[src/rtl/instruction_fetch.sv]
// Instruction fetch sequencer: owns the PC, issues one outstanding imem
// request at a time, and hands each fetched word with its PC and sliced
// decode fields to the decode stage. Redirects from execute override the
// PC and squash whatever fetch or held instruction is in progress.
//
// state | meaning
// ------+-------------------------------------------------------------
// BOOT  | first cycle after reset release, no request, redirect ignored
// REQ   | imem_req_valid high, presenting pc on imem_addr
// WAIT  | request accepted, waiting for the response strobe
// HOLD  | inst_valid high, holding inst/inst_pc until decode takes it
module instruction_fetch #(
  parameter int                ADDR_W   = 32,
  parameter logic [ADDR_W-1:0] RESET_PC = '0
) (
  input  logic              clk,
  input  logic              rst,
  output logic              imem_req_valid,
  input  logic              imem_req_ready,
  output logic [ADDR_W-1:0] imem_addr,
  input  logic              imem_rsp_valid,
  input  logic [31:0]       imem_rsp_data,
  input  logic              redirect_valid,
  input  logic [ADDR_W-1:0] redirect_pc,
  output logic              inst_valid,
  input  logic              inst_ready,
  output logic [31:0]       inst,
  output logic [ADDR_W-1:0] inst_pc,
  output logic [6:0]        opcode,
  output logic [2:0]        fun3,
  output logic              fun7
);

  typedef enum logic [1:0] {
    BOOT = 2'd0,
    REQ  = 2'd1,
    WAIT = 2'd2,
    HOLD = 2'd3
  } state_t;

  localparam logic [ADDR_W-1:0] ALIGN_MASK = {{(ADDR_W-2){1'b1}}, 2'b00};

  state_t            state;
  logic [ADDR_W-1:0] pc;
  // drop marks an in-flight request whose response must be discarded
  logic              drop;
  logic [ADDR_W-1:0] target;

  assign target = redirect_pc & ALIGN_MASK;

  // Handshake outputs come straight from the state register only.
  assign imem_req_valid = (state == REQ);
  assign inst_valid     = (state == HOLD);
  assign imem_addr      = pc;
  assign opcode         = inst[6:0];
  assign fun3           = inst[14:12];
  assign fun7           = inst[30];

  // Fetch sequencer: state, pc, drop flag and the held instruction.
  always_ff @(posedge clk or negedge rst) begin
    if (!rst) begin
      state   <= BOOT;
      pc      <= RESET_PC;
      drop    <= 1'b0;
      inst    <= '0;
      inst_pc <= '0;
    end else begin
      case (state)
        BOOT: state <= REQ;

        REQ: begin
          if (redirect_valid) begin
            pc <= target;
            // old-address request accepted this cycle is still in flight
            if (imem_req_ready) begin
              state <= WAIT;
              drop  <= 1'b1;
            end
          end else if (imem_req_ready) begin
            state <= WAIT;
          end
        end

        WAIT: begin
          if (redirect_valid) begin
            pc <= target;
            if (imem_rsp_valid) begin
              state <= REQ;
              drop  <= 1'b0;
            end else begin
              drop  <= 1'b1;
            end
          end else if (imem_rsp_valid) begin
            if (drop) begin
              drop  <= 1'b0;
              state <= REQ;
            end else begin
              inst    <= imem_rsp_data;
              inst_pc <= pc;
              pc      <= pc + ADDR_W'(4);
              state   <= HOLD;
            end
          end
        end

        HOLD: begin
          // a redirect squashes the held word even if decode takes it
          if (redirect_valid) begin
            pc    <= target;
            state <= REQ;
          end else if (inst_ready) begin
            state <= REQ;
          end
        end

        default: state <= BOOT;
      endcase
    end
  end

endmodule
[config.mk]
export PLATFORM = sky130hd
export DESIGN_NAME = instruction_fetch
export DESIGN_NICKNAME = d
export VERILOG_FILES = /design/src/rtl/instruction_fetch.sv
export SDC_FILE = /design/constraint.sdc
export NUM_CORES = 1
export LEC_CHECK = 0
export CAP_MARGIN = 20
export CELL_PAD_IN_SITES_DETAIL_PLACEMENT = 0
export CELL_PAD_IN_SITES_GLOBAL_PLACEMENT = 1
export CORE_MARGIN = 2
export CORE_UTILIZATION = 30
export DETAILED_ROUTE_END_ITERATION = 8
export PLACE_DENSITY_LB_ADDON = 0.1
export SETUP_SLACK_MARGIN = 0.5
export SLEW_MARGIN = 20
export SYNTH_ARGS = -nofsm -noshare
export SYNTH_HDL_FRONTEND = slang
export SYNTH_SLANG_ARGS = --single-unit
[constraint.sdc]
create_clock -name clk -period 1.8 [get_ports clk]
set_input_delay 0.36 -clock clk [delete_from_list [all_inputs] [get_ports clk]]
set_output_delay 0.36 -clock clk [all_outputs]
set_load 0.05 [all_outputs]
**Run 1: cells colored by class**

Scale: 4 px per um.
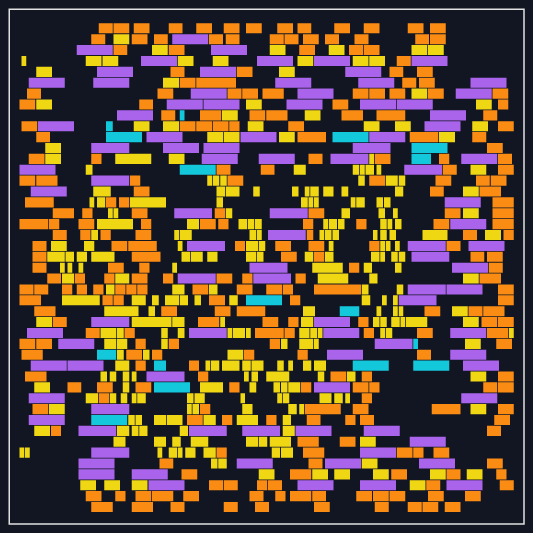
Key: all other logic = yellow [cells 286]; flip-flops = purple [cells 95]; other buffers and delay cells = orange [cells 280]; clock drivers and dummy loads = cyan [cells 16]

**Run 1: metal 3**

Scale: 2 px per um. Cells faint in the background.
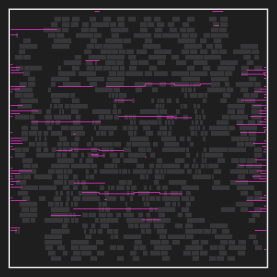
The layer holds 4.5% of the routed length. 85 nets have wire on it. The layer carries 686 um of wire.

**Run 1: placement view**

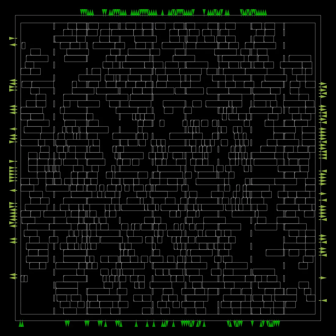
tapcell count: 188
num sequential: 95

==> impl_table.tex, run 1 <==
% Implementation results table
\begin{tabular}{lr}
\hline
Metric & Value \\
\hline
\multicolumn{2}{l}{\textbf{Synth}} \\
Area fraction in xor and xnor cells & 0\% \\
Synthesis warning total & 0 \\
Main flop type & dfrtp\_1 \\
Aoi/oai-family share of the synthesized area & between 10 and 15\% \\
Number of synthesized flops with an enable pin & 0 \\
YS chip area & approximately 4600 um2 \\
Dominant cells by area after synthesis & dfrtp\_1, mux2\_2, a21oi\_1 \\
Number of instances in the synthesized netlist & between 400 and 500 \\
Multiplexer share of the synthesized area & between 10\% and 20\% \\
Syn avg cell area & roughly 11 um2 \\
\multicolumn{2}{l}{\textbf{Power and ir drop}} \\
P\_sw & 8.160 mW \\
Part of the power in registers & 22.8\% \\
Comb pwr share & between 60\% and 70\% \\
Leak & between 3 and 4 nW \\
\multicolumn{2}{l}{\textbf{Place}} \\
Post-Place Cells & 811 \\
Placed inst area & between 6000 and 7000 um2 \\
Weighted congestion at the end of routability-driven global placement & between 0.8 and 0.9 \\
Buffers added on ports & between 150 and 200 \\
Post-placement setup slack & -0.2796 ns \\
\multicolumn{2}{l}{\textbf{Clock network}} \\
Hold buffer count at cts & 1 \\
Number of gates resized after cts & roughly 130 \\
Clock Path Buffers & 2 \\
Post-CTS clock slew at the launch and capture registers of the worst setup and hold paths & around 0.070 ns \\
Clock Sinks & 95 \\
CTS root buffer & clkbuf\_16 \\
\multicolumn{2}{l}{\textbf{Finish}} \\
Repair and plain buffers & 280 \\
Non-CTS inverters & 12 \\
Clock buf count & 14 \\
Reg area & 2409 um2 \\
Logic gate fraction of the total cell area & around a quarter \\
Share of cells above drive strength 1 & about half \\
\multicolumn{2}{l}{\textbf{Routing}} \\
Initial DRT Pass Iterations & 4 \\
Aggregate routed wire length & 15160 um \\
DRT antenna net count & 0 \\
\multicolumn{2}{l}{\textbf{Setup path}} \\
Number of cell instances on the worst register-to-register path & 7 \\
Crit path max fanout & 7 \\
Ordered cell list for the critical path & buf\_6 > ha\_4 > buf\_4 > o32ai\_4 > nor2\_2 > buf\_4 > a311oi\_2 \\
\multicolumn{2}{l}{\textbf{Global routing}} \\
Congestion Overflow GR & 0 \\
\multicolumn{2}{l}{\textbf{Run status}} \\
Violated checks & setup timing \\
Outcome & finished with violations \\
\multicolumn{2}{l}{\textbf{Timing}} \\
Number of hold-slack violations in the final timing report & 0 \\
Count of final setup violators & 92 \\
RSZ-0062 raised after global routing & true \\
Setup\_tns & -3.452 ns \\
Slack of the critical path & -0.1334 ns \\
\multicolumn{2}{l}{\textbf{Run}} \\
Total tool warning count & 34 \\
\multicolumn{2}{l}{\textbf{Die}} \\
Placeable core area & 15150 um2 \\
\hline
\end{tabular}
-- run 1: placed cells by master (no fill, tap or decap), types with 21 or more instances in the layout --
cell | netlist | layout
buf_6 | 1 | 106
dfrtp_1 | 95 | 70
clkdlybuf4s50_1 | 0 | 66
nand3_1 | 21 | 21
nor2_1 | 26 | 24
a21oi_1 | 33 | 27
buf_8 | 0 | 25
dfrtp_2 | 0 | 25
buf_4 | 15 | 67
mux2_2 | 50 | 50
-- run 1: layer usage --
layer / global-route usage, % / part of all wire (%) / routed length (um)
met1: 23.66 / 44 / 6645
met2: 30.82 / 50 / 7649
met3: 4.491 / 4.5 / 685
met4: 4.396 / 1.2 / 183
met5: 0 / 0 / 0
-- run 1: power by group through the flow --
stage / combinational (mW) / sequential (mW) / clock, mW
2_1_floorplan: 3.04 / 7.07 / 0
3_3_place_gp: 9.51 / 3.75 / 0
3_5_place_dp: 9.57 / 3.80 / 0
4_1_cts: 11.1 / 3.87 / 1.92
5_1_grt: 12.1 / 4.07 / 2.00
6_report: 11.5 / 3.94 / 1.84
-- run 1: critical path, delay by kind of cell, from the launching register on --
kind / cells / cell delay (ns)
AND-OR/OR-AND: 2 / 0.66
buffers and inverters: 3 / 0.44
flip-flops: 1 / 0.44
adder cells (fa/ha/maj): 1 / 0.17
AND/OR/NAND/NOR: 1 / 0.12
-- run 1: cell usage after synthesis (all sizes together), types with 4 or more instances --
library cell   n
nor2          26
ha             5
a21oi         33
o22ai         10
inv           12
a2bb2oi        4
and3           5
nand4          5
buf           31
nor4           4
nand3         22
dfrtp         95
a31oi          5
and2           4
nor3          10
clkbuf        10
mux2          62
or3            6
o21ai         14
nand2         18
o22a           6
-- run 1: flip-flops by register name (all words and copies together) (netlist names) --
name / flops
imem_addr: 30
state: 2
drop: 1
inst: 32
inst_pc: 30
==> run 2: changes to the inputs <==
--- a/config.mk
+++ b/config.mk
@@ -12,7 +12,7 @@
 export CORE_UTILIZATION = 30
 export DETAILED_ROUTE_END_ITERATION = 8
 export PLACE_DENSITY_LB_ADDON = 0.1
-export SETUP_SLACK_MARGIN = 0.5
+export SETUP_SLACK_MARGIN = 0.1
 export SLEW_MARGIN = 20
 export SYNTH_ARGS = -nofsm -noshare
 export SYNTH_HDL_FRONTEND = slang
**Run 2: metal 3**

Scale: 2 px per um. Cells faint in the background.
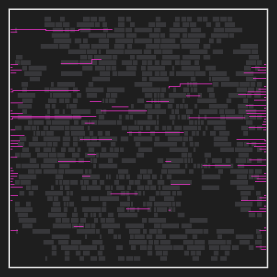
The longest straight run is 42.5 um. The wires run mostly horizontal.

**Run 2: placement view**

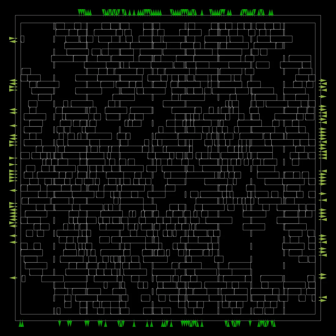
placeable core area: 15150 um2
fillers: 1293
flop share of the area: 28.99%
non-filler cells, final: 868
number of placement rows: 45

==> run 2 against run 1 <==
The flow still finishes with violations (setup timing). Cell count increased by 0.35%. Register-to-register slack better by 0.02 ns. Clock-buffer cell count down 2. Routed wire length up 7.8%. Sequential share of layout area fell by 0.37 points. Clock skew about the same. Non-clock buffer count is 3 higher. Die size unchanged. Critical endpoint unchanged. Largest power group unchanged.
==> impl_table.tex, run 2 <==
% Implementation results table
\begin{tabular}{lr}
\hline
Metric & Value \\
\hline
\multicolumn{2}{l}{\textbf{Run status}} \\
Outcome & finished with violations \\
Violated checks & setup timing \\
\multicolumn{2}{l}{\textbf{Place}} \\
Weighted congestion at the end of routability-driven global placement & 0.8388 (+3.0\%) \\
Placed inst area & 6848 um2 (+0.15\%) \\
Post-Place Cells & 809 (-0.25\%) \\
Buffers added on ports & 172 (unchanged) \\
\multicolumn{2}{l}{\textbf{Routing}} \\
Initial DRT Pass Iterations & 4 (unchanged) \\
Top routing layer in use & met4 \\
Detailed route wirelength on metal3 & 728 um (+6.3\%) \\
Aggregate routed wire length & 16350 um (+7.8\%) \\
Routed met1 length & 7523 um (+13\%) \\
DRT antenna net count & 0 (unchanged) \\
\multicolumn{2}{l}{\textbf{Synth}} \\
Main flop type & dfrtp\_1 \\
Number of instances in the synthesized netlist & 418 (unchanged) \\
Top cells by instance count after synthesis & dfrtp\_1, mux2\_2, a21oi\_1 \\
\multicolumn{2}{l}{\textbf{Timing}} \\
Slack of the critical path & -0.1103 ns (+0.02313 ns) \\
Count of final setup violators & 25 (-73\%) \\
Number of hold-slack violations in the final timing report & 0 (unchanged) \\
\multicolumn{2}{l}{\textbf{Finish}} \\
Register with the most flip-flops & inst \\
Most frequent standard cell in the layout excluding fill and tap cells & buf\_4 \\
\multicolumn{2}{l}{\textbf{Setup path}} \\
Number of cell instances on the worst register-to-register path & 8 (+1) \\
Crit path max fanout & 4 (-3) \\
\multicolumn{2}{l}{\textbf{Power and ir drop}} \\
Leak & 3.708 nW (+1.8\%) \\
Part of the power in registers & 22.4\% (-0.4 points) \\
Combinational gate power & 11.2 mW (about the same) \\
Comb pwr share & 65.6\% (-1.0 points) \\
\multicolumn{2}{l}{\textbf{Global routing}} \\
Met1 usage in global routing & 27.60\% (+3.9 points) \\
\multicolumn{2}{l}{\textbf{Clock network}} \\
Post-CTS clock slew at the launch and capture registers of the worst setup and hold paths & 0.06 ns (about the same) \\
\hline
\end{tabular}
[run 2: timing repair]
action | in CTS | in global routing
hold endpoints to repair | 14 | 0
hold buffers | 1 | 0
gates resized | 116 | 38
pin swaps | 17 | 12
setup endpoints to repair | 93 | 95
cloned | 11 | 2
setup buffers | 25 | 8
[run 2: worst max-delay path by stage]
| stage | to | depth (start not counted) | from |
|---|---|---|---|
| floorplan | imem_addr[19]$_DFFE_PN0P_ | 7 | state[1]$_DFFE_PN0P_ |
| global route | imem_addr[20]$_DFFE_PN0P_ | 9 | state[0]$_DFFE_PN0P_ |
| detailed placement | imem_addr[25]$_DFFE_PN0P_ | 6 | imem_rsp_valid |
| finish | imem_addr[29]$_DFFE_PN0P_ | 8 | state[1]$_DFFE_PN0P_ |
| global placement | imem_addr[29]$_DFFE_PN0P_ | 6 | imem_rsp_valid |
| CTS | imem_addr[24]$_DFFE_PN0P_ | 9 | state[1]$_DFFE_PN0P_ |
[run 2: critical path, cell delays in order, from the launching register on]
cell and delay [ns]:
dfrtp_2 0.44, buf_6 0.13, ha_4 0.17, buf_12 0.13
buf_12 0.11, o32ai_4 0.33, nor2_2 0.11, buf_4 0.15
a311oi_2 0.24
[run 2: cell families (layout without fill, tap and decap cells)]
family | after synthesis | count (layout)
fa+ha+maj | 5 | 5
buf+inv | 53 | 311
simple gates | 107 | 107
flops | 95 | 95
mux | 63 | 63
compound gates | 94 | 95
other cells | 1 | 4
[run 2: final cells by class]
cell class                      count  area [um2]  area share (%)
Multi-Input combinational cell    274        2536           30.53
Timing Repair Buffer              283        2774           33.39
Inverter                           12       45.04          0.5422
Sequential cell                    95        2409           28.99
Clock inverter                      4       72.57          0.8735
Tap cell                          188       235.2           2.831
Clock buffer                       12       236.5           2.846
Power is estimated from default activity; no workload was simulated.
